**Placed cells, one colour a class**

Fill, decap, tap and diode cells in grey.
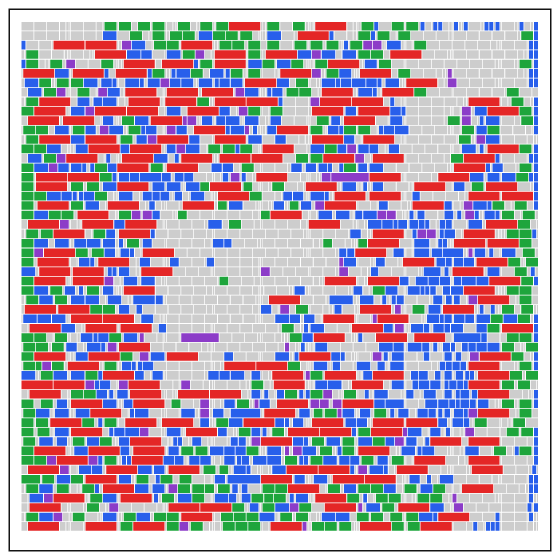
**Wire density map**

31 x 31 tiles, from dark blue (low) to red (high), scaled to the fullest tile. Values are wire area over tile area, all layers added.
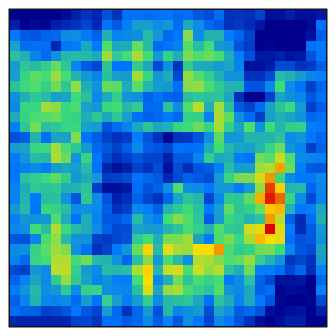
==> config.mk <==
export PLATFORM = sky130hd
export DESIGN_NAME = sd_reg_bank
export DESIGN_NICKNAME = d
export VERILOG_FILES = /design/src/rtl/sd_reg_bank.sv
export SDC_FILE = /design/constraint.sdc
export NUM_CORES = 1
export LEC_CHECK = 0
export CORE_MARGIN = 3
export CORE_UTILIZATION = 50
export CTS_BUF_LIST = sky130_fd_sc_hd__clkbuf_4
export CTS_CLUSTER_DIAMETER = 200
export DETAILED_ROUTE_END_ITERATION = 12
export MAX_ROUTING_LAYER = met4
export PLACE_DENSITY = 0.87
export SYNTH_ARGS = -nofsm -noshare
export SYNTH_HDL_FRONTEND = slang
export SYNTH_SLANG_ARGS = --single-unit
==> constraint.sdc <==
create_clock -name CLK -period 6.15 [get_ports CLK]
set_input_delay 1.23 -clock CLK [delete_from_list [all_inputs] [get_ports CLK]]
set_output_delay 1.23 -clock CLK [all_outputs]
set_load 0.005 [all_outputs]
==> src/rtl/sd_reg_bank.sv <==
// SD host controller register bank: N_SLOTS independent register sets behind one CPU port.
// Optional ADMA system-address registers are built when SD_REG_ADMA_EN is defined.
module sd_reg_bank #(
    parameter int N_SLOTS = 1,
    parameter int ADDR_W  = 12
) (
    input  logic                    CLK,
    input  logic                    rst_L,
    input  logic [ADDR_W-1:0]       reg_address,
    input  logic [31:0]             reg_wr_data,
    input  logic [3:0]              reg_be,
    input  logic                    reg_wr_en,
    input  logic                    reg_rd_en,
    output logic [31:0]             reg_rd_data,
    output logic                    reg_rd_valid,
    output logic [N_SLOTS-1:0]      start_flag,
    output logic [16*N_SLOTS-1:0]   blk_size,
    output logic [16*N_SLOTS-1:0]   blk_cnt,
    output logic [16*N_SLOTS-1:0]   tf_mode,
    output logic [16*N_SLOTS-1:0]   command,
    output logic [32*N_SLOTS-1:0]   argument,
    output logic [32*N_SLOTS-1:0]   response,
    input  logic [N_SLOTS-1:0]      blk_cnt_dec,
    input  logic [N_SLOTS-1:0]      resp_wr_en,
    input  logic [32*N_SLOTS-1:0]   resp_wr_data,
    input  logic [32*N_SLOTS-1:0]   psr_in,
    input  logic [15*N_SLOTS-1:0]   nisr_set,
    input  logic [16*N_SLOTS-1:0]   eisr_set,
    output logic [N_SLOTS-1:0]      irq,
    output logic [64*N_SLOTS-1:0]   adma_addr
);

    localparam logic [5:0] W_BLK     = 6'h01;
    localparam logic [5:0] W_ARG     = 6'h02;
    localparam logic [5:0] W_CMD     = 6'h03;
    localparam logic [5:0] W_RESP    = 6'h04;
    localparam logic [5:0] W_PSR     = 6'h09;
    localparam logic [5:0] W_ISR     = 6'h0C;
    localparam logic [5:0] W_ISR_EN  = 6'h0D;
    localparam logic [5:0] W_ADMA_LO = 6'h16;
    localparam logic [5:0] W_ADMA_HI = 6'h17;

    function automatic logic [31:0] merge_be(input logic [31:0] old_v,
                                             input logic [31:0] new_v,
                                             input logic [31:0] mask);
        return (old_v & ~mask) | (new_v & mask);
    endfunction

    logic [1:0]             addr_slot;
    logic [5:0]             addr_word;
    logic [31:0]            be_mask;
    logic [32*N_SLOTS-1:0]  slot_rd_flat;
    logic [31:0]            rd_mux;
    logic [31:0]            rd_data_q, rd_data_d;
    logic                   rd_valid_q, rd_valid_d;

    assign addr_slot = reg_address[9:8];
    assign addr_word = reg_address[7:2];
    assign be_mask   = {{8{reg_be[3]}}, {8{reg_be[2]}}, {8{reg_be[1]}}, {8{reg_be[0]}}};

    // Byte-lane bits and any address bits above the slot field carry no decode.
    logic unused_addr_lo;
    assign unused_addr_lo = ^reg_address[1:0];
    if (ADDR_W > 10) begin : g_addr_hi
        logic unused_addr_hi;
        assign unused_addr_hi = ^reg_address[ADDR_W-1:10];
    end

    for (genvar gi = 0; gi < N_SLOTS; gi++) begin : g_slot
        logic        wr_sel;
        logic        busy;
        logic [31:0] wr_blk, wr_cmd, wr_arg, wr_isr_en;
        logic [15:0] bsr_q, bsr_d, bcr_q, bcr_d;
        logic [15:0] tmr_q, tmr_d, cr_q, cr_d;
        logic [31:0] arg_q, arg_d, resp_q, resp_d;
        logic [14:0] nisr_q, nisr_d, nisr_clr;
        logic [15:0] eisr_q, eisr_d, eisr_clr;
        logic [15:0] nisr_en_q, nisr_en_d, eisr_en_q, eisr_en_d;
        logic        start_q, start_d, irq_q, irq_d;
        logic [15:0] nisr_rd;
        logic [31:0] rd_word;
        logic [63:0] adma_val;

        assign wr_sel    = reg_wr_en && (addr_slot == 2'(gi));
        assign busy      = psr_in[32*gi];
        assign nisr_rd   = {|eisr_q, nisr_q};
        assign wr_blk    = merge_be({bcr_q, bsr_q}, reg_wr_data, be_mask);
        assign wr_cmd    = merge_be({cr_q, tmr_q}, reg_wr_data, be_mask);
        assign wr_arg    = merge_be(arg_q, reg_wr_data, be_mask);
        assign wr_isr_en = merge_be({eisr_en_q, nisr_en_q}, reg_wr_data, be_mask);

        always_comb begin
            bsr_d     = bsr_q;
            bcr_d     = bcr_q;
            tmr_d     = tmr_q;
            cr_d      = cr_q;
            arg_d     = arg_q;
            resp_d    = resp_q;
            nisr_en_d = nisr_en_q;
            eisr_en_d = eisr_en_q;
            start_d   = 1'b0;
            nisr_clr  = '0;
            eisr_clr  = '0;

            if (wr_sel) begin
                case (addr_word)
                    W_BLK:    bsr_d = wr_blk[15:0];
                    W_ARG:    arg_d = wr_arg;
                    W_CMD: begin
                        tmr_d = wr_cmd[15:0];
                        // A command write while the line is busy is discarded outright.
                        if (!busy) begin
                            cr_d    = wr_cmd[31:16];
                            start_d = reg_be[3];
                        end
                    end
                    W_ISR: begin
                        nisr_clr = reg_wr_data[14:0] & be_mask[14:0];
                        eisr_clr = reg_wr_data[31:16] & be_mask[31:16];
                    end
                    W_ISR_EN: begin
                        nisr_en_d = wr_isr_en[15:0];
                        eisr_en_d = wr_isr_en[31:16];
                    end
                    default: ;
                endcase
            end

            // CPU write to either BCR byte takes priority over the hardware decrement.
            if (wr_sel && (addr_word == W_BLK) && (|reg_be[3:2])) begin
                bcr_d = wr_blk[31:16];
            end else if (blk_cnt_dec[gi] && (bcr_q != 16'd0)) begin
                bcr_d = bcr_q - 16'd1;
            end

            if (resp_wr_en[gi]) begin
                resp_d = resp_wr_data[32*gi +: 32];
            end

            // Set pulses win over a same-cycle write-1-to-clear.
            nisr_d = (nisr_q & ~nisr_clr) | nisr_set[15*gi +: 15];
            eisr_d = (eisr_q & ~eisr_clr) | eisr_set[16*gi +: 16];
            irq_d  = (|(nisr_rd & nisr_en_q)) || (|(eisr_q & eisr_en_q));

            case (addr_word)
                W_BLK:     rd_word = {bcr_q, bsr_q};
                W_ARG:     rd_word = arg_q;
                W_CMD:     rd_word = {cr_q, tmr_q};
                W_RESP:    rd_word = resp_q;
                W_PSR:     rd_word = psr_in[32*gi +: 32];
                W_ISR:     rd_word = {eisr_q, nisr_rd};
                W_ISR_EN:  rd_word = {eisr_en_q, nisr_en_q};
                W_ADMA_LO: rd_word = adma_val[31:0];
                W_ADMA_HI: rd_word = adma_val[63:32];
                default:   rd_word = '0;
            endcase
        end

        always_ff @(posedge CLK or negedge rst_L) begin
            if (!rst_L) begin
                bsr_q     <= '0;
                bcr_q     <= '0;
                tmr_q     <= '0;
                cr_q      <= '0;
                arg_q     <= '0;
                resp_q    <= '0;
                nisr_q    <= '0;
                eisr_q    <= '0;
                nisr_en_q <= '0;
                eisr_en_q <= '0;
                start_q   <= 1'b0;
                irq_q     <= 1'b0;
            end else begin
                bsr_q     <= bsr_d;
                bcr_q     <= bcr_d;
                tmr_q     <= tmr_d;
                cr_q      <= cr_d;
                arg_q     <= arg_d;
                resp_q    <= resp_d;
                nisr_q    <= nisr_d;
                eisr_q    <= eisr_d;
                nisr_en_q <= nisr_en_d;
                eisr_en_q <= eisr_en_d;
                start_q   <= start_d;
                irq_q     <= irq_d;
            end
        end

`ifdef SD_REG_ADMA_EN
        logic [31:0] adma_lo_q, adma_lo_d, adma_hi_q, adma_hi_d;

        always_comb begin
            adma_lo_d = adma_lo_q;
            adma_hi_d = adma_hi_q;
            if (wr_sel && (addr_word == W_ADMA_LO)) begin
                adma_lo_d = merge_be(adma_lo_q, reg_wr_data, be_mask);
            end
            if (wr_sel && (addr_word == W_ADMA_HI)) begin
                adma_hi_d = merge_be(adma_hi_q, reg_wr_data, be_mask);
            end
        end

        always_ff @(posedge CLK or negedge rst_L) begin
            if (!rst_L) begin
                adma_lo_q <= '0;
                adma_hi_q <= '0;
            end else begin
                adma_lo_q <= adma_lo_d;
                adma_hi_q <= adma_hi_d;
            end
        end

        assign adma_val = {adma_hi_q, adma_lo_q};
`else
        assign adma_val = '0;
`endif

        assign slot_rd_flat[32*gi +: 32] = rd_word;
        assign start_flag[gi]            = start_q;
        assign irq[gi]                   = irq_q;
        assign blk_size[16*gi +: 16]     = {4'b0000, bsr_q[11:0]};
        assign blk_cnt[16*gi +: 16]      = bcr_q;
        assign tf_mode[16*gi +: 16]      = tmr_q;
        assign command[16*gi +: 16]      = cr_q;
        assign argument[32*gi +: 32]     = arg_q;
        assign response[32*gi +: 32]     = resp_q;
        assign adma_addr[64*gi +: 64]    = adma_val;
    end

    // Slots beyond N_SLOTS match no entry and so read back zero.
    always_comb begin
        rd_mux = '0;
        for (int s = 0; s < N_SLOTS; s++) begin
            if (addr_slot == 2'(s)) begin
                rd_mux = slot_rd_flat[32*s +: 32];
            end
        end
        rd_data_d  = reg_rd_en ? rd_mux : rd_data_q;
        rd_valid_d = reg_rd_en;
    end

    always_ff @(posedge CLK or negedge rst_L) begin
        if (!rst_L) begin
            rd_data_q  <= '0;
            rd_valid_q <= 1'b0;
        end else begin
            rd_data_q  <= rd_data_d;
            rd_valid_q <= rd_valid_d;
        end
    end

    assign reg_rd_data  = rd_data_q;
    assign reg_rd_valid = rd_valid_q;

endmodule

==> flow_metrics.tcl <==
# place-and-route summary
set metrics [dict create \
    hold_class "flop to flop" \
    hpwlAfterDp_um 27320 \
    cp-end-kind "flop" \
    nClkBuffers 77 \
    timing.slew.headroom 0.2780 \
    crit_buf_inv 2 \
    period_used_share 0.5844 \
    rr_worst_depth 7 \
    m1WireLength_um 14590 \
    finalMaxSlewViolations 0 \
    nWellTaps 280 \
    pre_cts_ws_ns 1.891 \
    ctsHoldBuffers 0 \
    highest_layer "met4" \
    cts_root_buf "clkbuf_4" \
    overflow 0 \
    ys_warn_count 0 \
    logic_gates 631 \
    dpl.cell_count 1459 \
    power.leakage_nw 6.080 \
    grt_pass1_wl_um 58720 \
    critical_path.top_delay_family "simple AND/OR/NAND/NOR gates" \
    gp_congestion 0.9539 \
    path_depth 7 \
    synthAoiAreaFrac 0.1692 \
    rsz0062_at_grt "false" \
    outcome "finished, final reports clean" \
    yosysCellCount 932 \
    drcViolationCount 0 \
    synthDistinctLibCells 73 \
    regArea_um2 5655 \
    drive_gt1_frac 0.2094 \
    yosys.area.top_type_share 0.5051 \
    synth_area_per_cell_um2 12.01 \
    grt_usage 0.3227 \
    n_all_buffers 317 \
    layout.nonclk_buf_frac 0.2130 \
    port_buffers 303 \
    grt_pass1_vias 9929 \
    whs_path_depth 1 \
    synth.top_cells.by_count "dfrtp_1 (226), mux2_2 (145), nand2_1 (109)" \
    sh_comb_area 0.3300 \
    antenna_found_initial 2 \
    synthCells 932 \
    fin_tns_setup_ns 0 \
    rrSetupSlack_ns 3.81 \
    fillCellCount 1621 \
    area_growth_pct 31.58 \
    insertion_delay_ns 0.70 \
    setup_violations 0 \
    path_clk_slew_ns 0.07 \
    cts_buffers 58 \
    ys_chip_area_um2 11200 \
    wl_met3_um 3663 \
    chip_area_um2 24220 \
    cap_violations 0 \
    setup.worst_path.start "reg_address[2]" \
    top_area_cell "dfrtp_1" \
    pin_count 376 \
    diodes 2 \
    skew_ns 0.05496 \
    drtAntennaViolNets 0 \
    crit_slowest_cell "and2_2" \
    wl_met2_um 18880 \
    grt_use_met3 0.07573 \
    drt-total-wl_um 38650 \
    tool_warnings 34 \
    inv_count 5 \
    logic_area_um2 4861 \
    post_cts_buffers 0 \
    rows 54 \
    layout.cells.most_common "clkdlybuf4s50_1" \
    total_power_w 0.003394 \
    topCombFamilyByArea "AND-OR/OR-AND gates" \
    h-tree-depth 2 \
    mux_area_frac 0.1458 \
    avgRoutedWirePerCell_um 24.83 \
    top_cell "dfrtp_1" \
    grt.met2_usage 0.5200 \
    ys_sh_simple 0.09153 \
    cts_tree "yes" \
    ys_seq_share 0.5051 \
    ys_sh_adder 0.002235 \
    via_count 9652 \
    hold_viol_final 0 \
]
Back to the opening pictures, 'placed cells, one colour a class':
legend:
  red:
    class: flops
    cells: 226
    share_of_their_area: 39%
  purple:
    class: clock drivers and dummy loads
    cells: 96
    share_of_their_area: 4.9%
  blue:
    class: combinational and other logic
    cells: 636
    share_of_their_area: 34%
  green:
    class: other buffers and delay cells
    cells: 317
    share_of_their_area: 22%
Seq area share: 0.3839
Core Area: 21890 um^2

Back to the opening pictures, 'wire density map':
mean over tiles: 0.27
tiles over half the peak: 16%
emptiest ninth of the die: upper right
nearly empty tiles: 3.9%
fullest tile: 0.83

-- worst register-to-register path: stages (launching register included) --
cell and delay, ns:
dfrtp_1 0.46, inv_1 0.16, ha_1 0.26, nand2b_4 0.09, or4b_2 0.69, nor2_1 0.26
a32oi_1 0.14, o32ai_1 0.20
-- power by group --
group          switching [W]  leakage, nW  internal (W)
logic               0.000204         2.80      0.000265
clock network       0.000619        0.412      0.000659
registers          0.0000954         2.87       0.00155
-- stage by stage --
step,utilization,hold slack (ns),cell area [um^2]
final,0.6730,0.5140,14730
after global routing,0.6730,0.5298,14730
after CTS,0.6727,0.5125,14730
after detailed placement,0.6406,0.4987,14020
after global placement,0.6406,0.4892,14020
after floorplan,-,0.4721,11450
Power figures rest on the tool's default switching activity, not on a simulated workload.
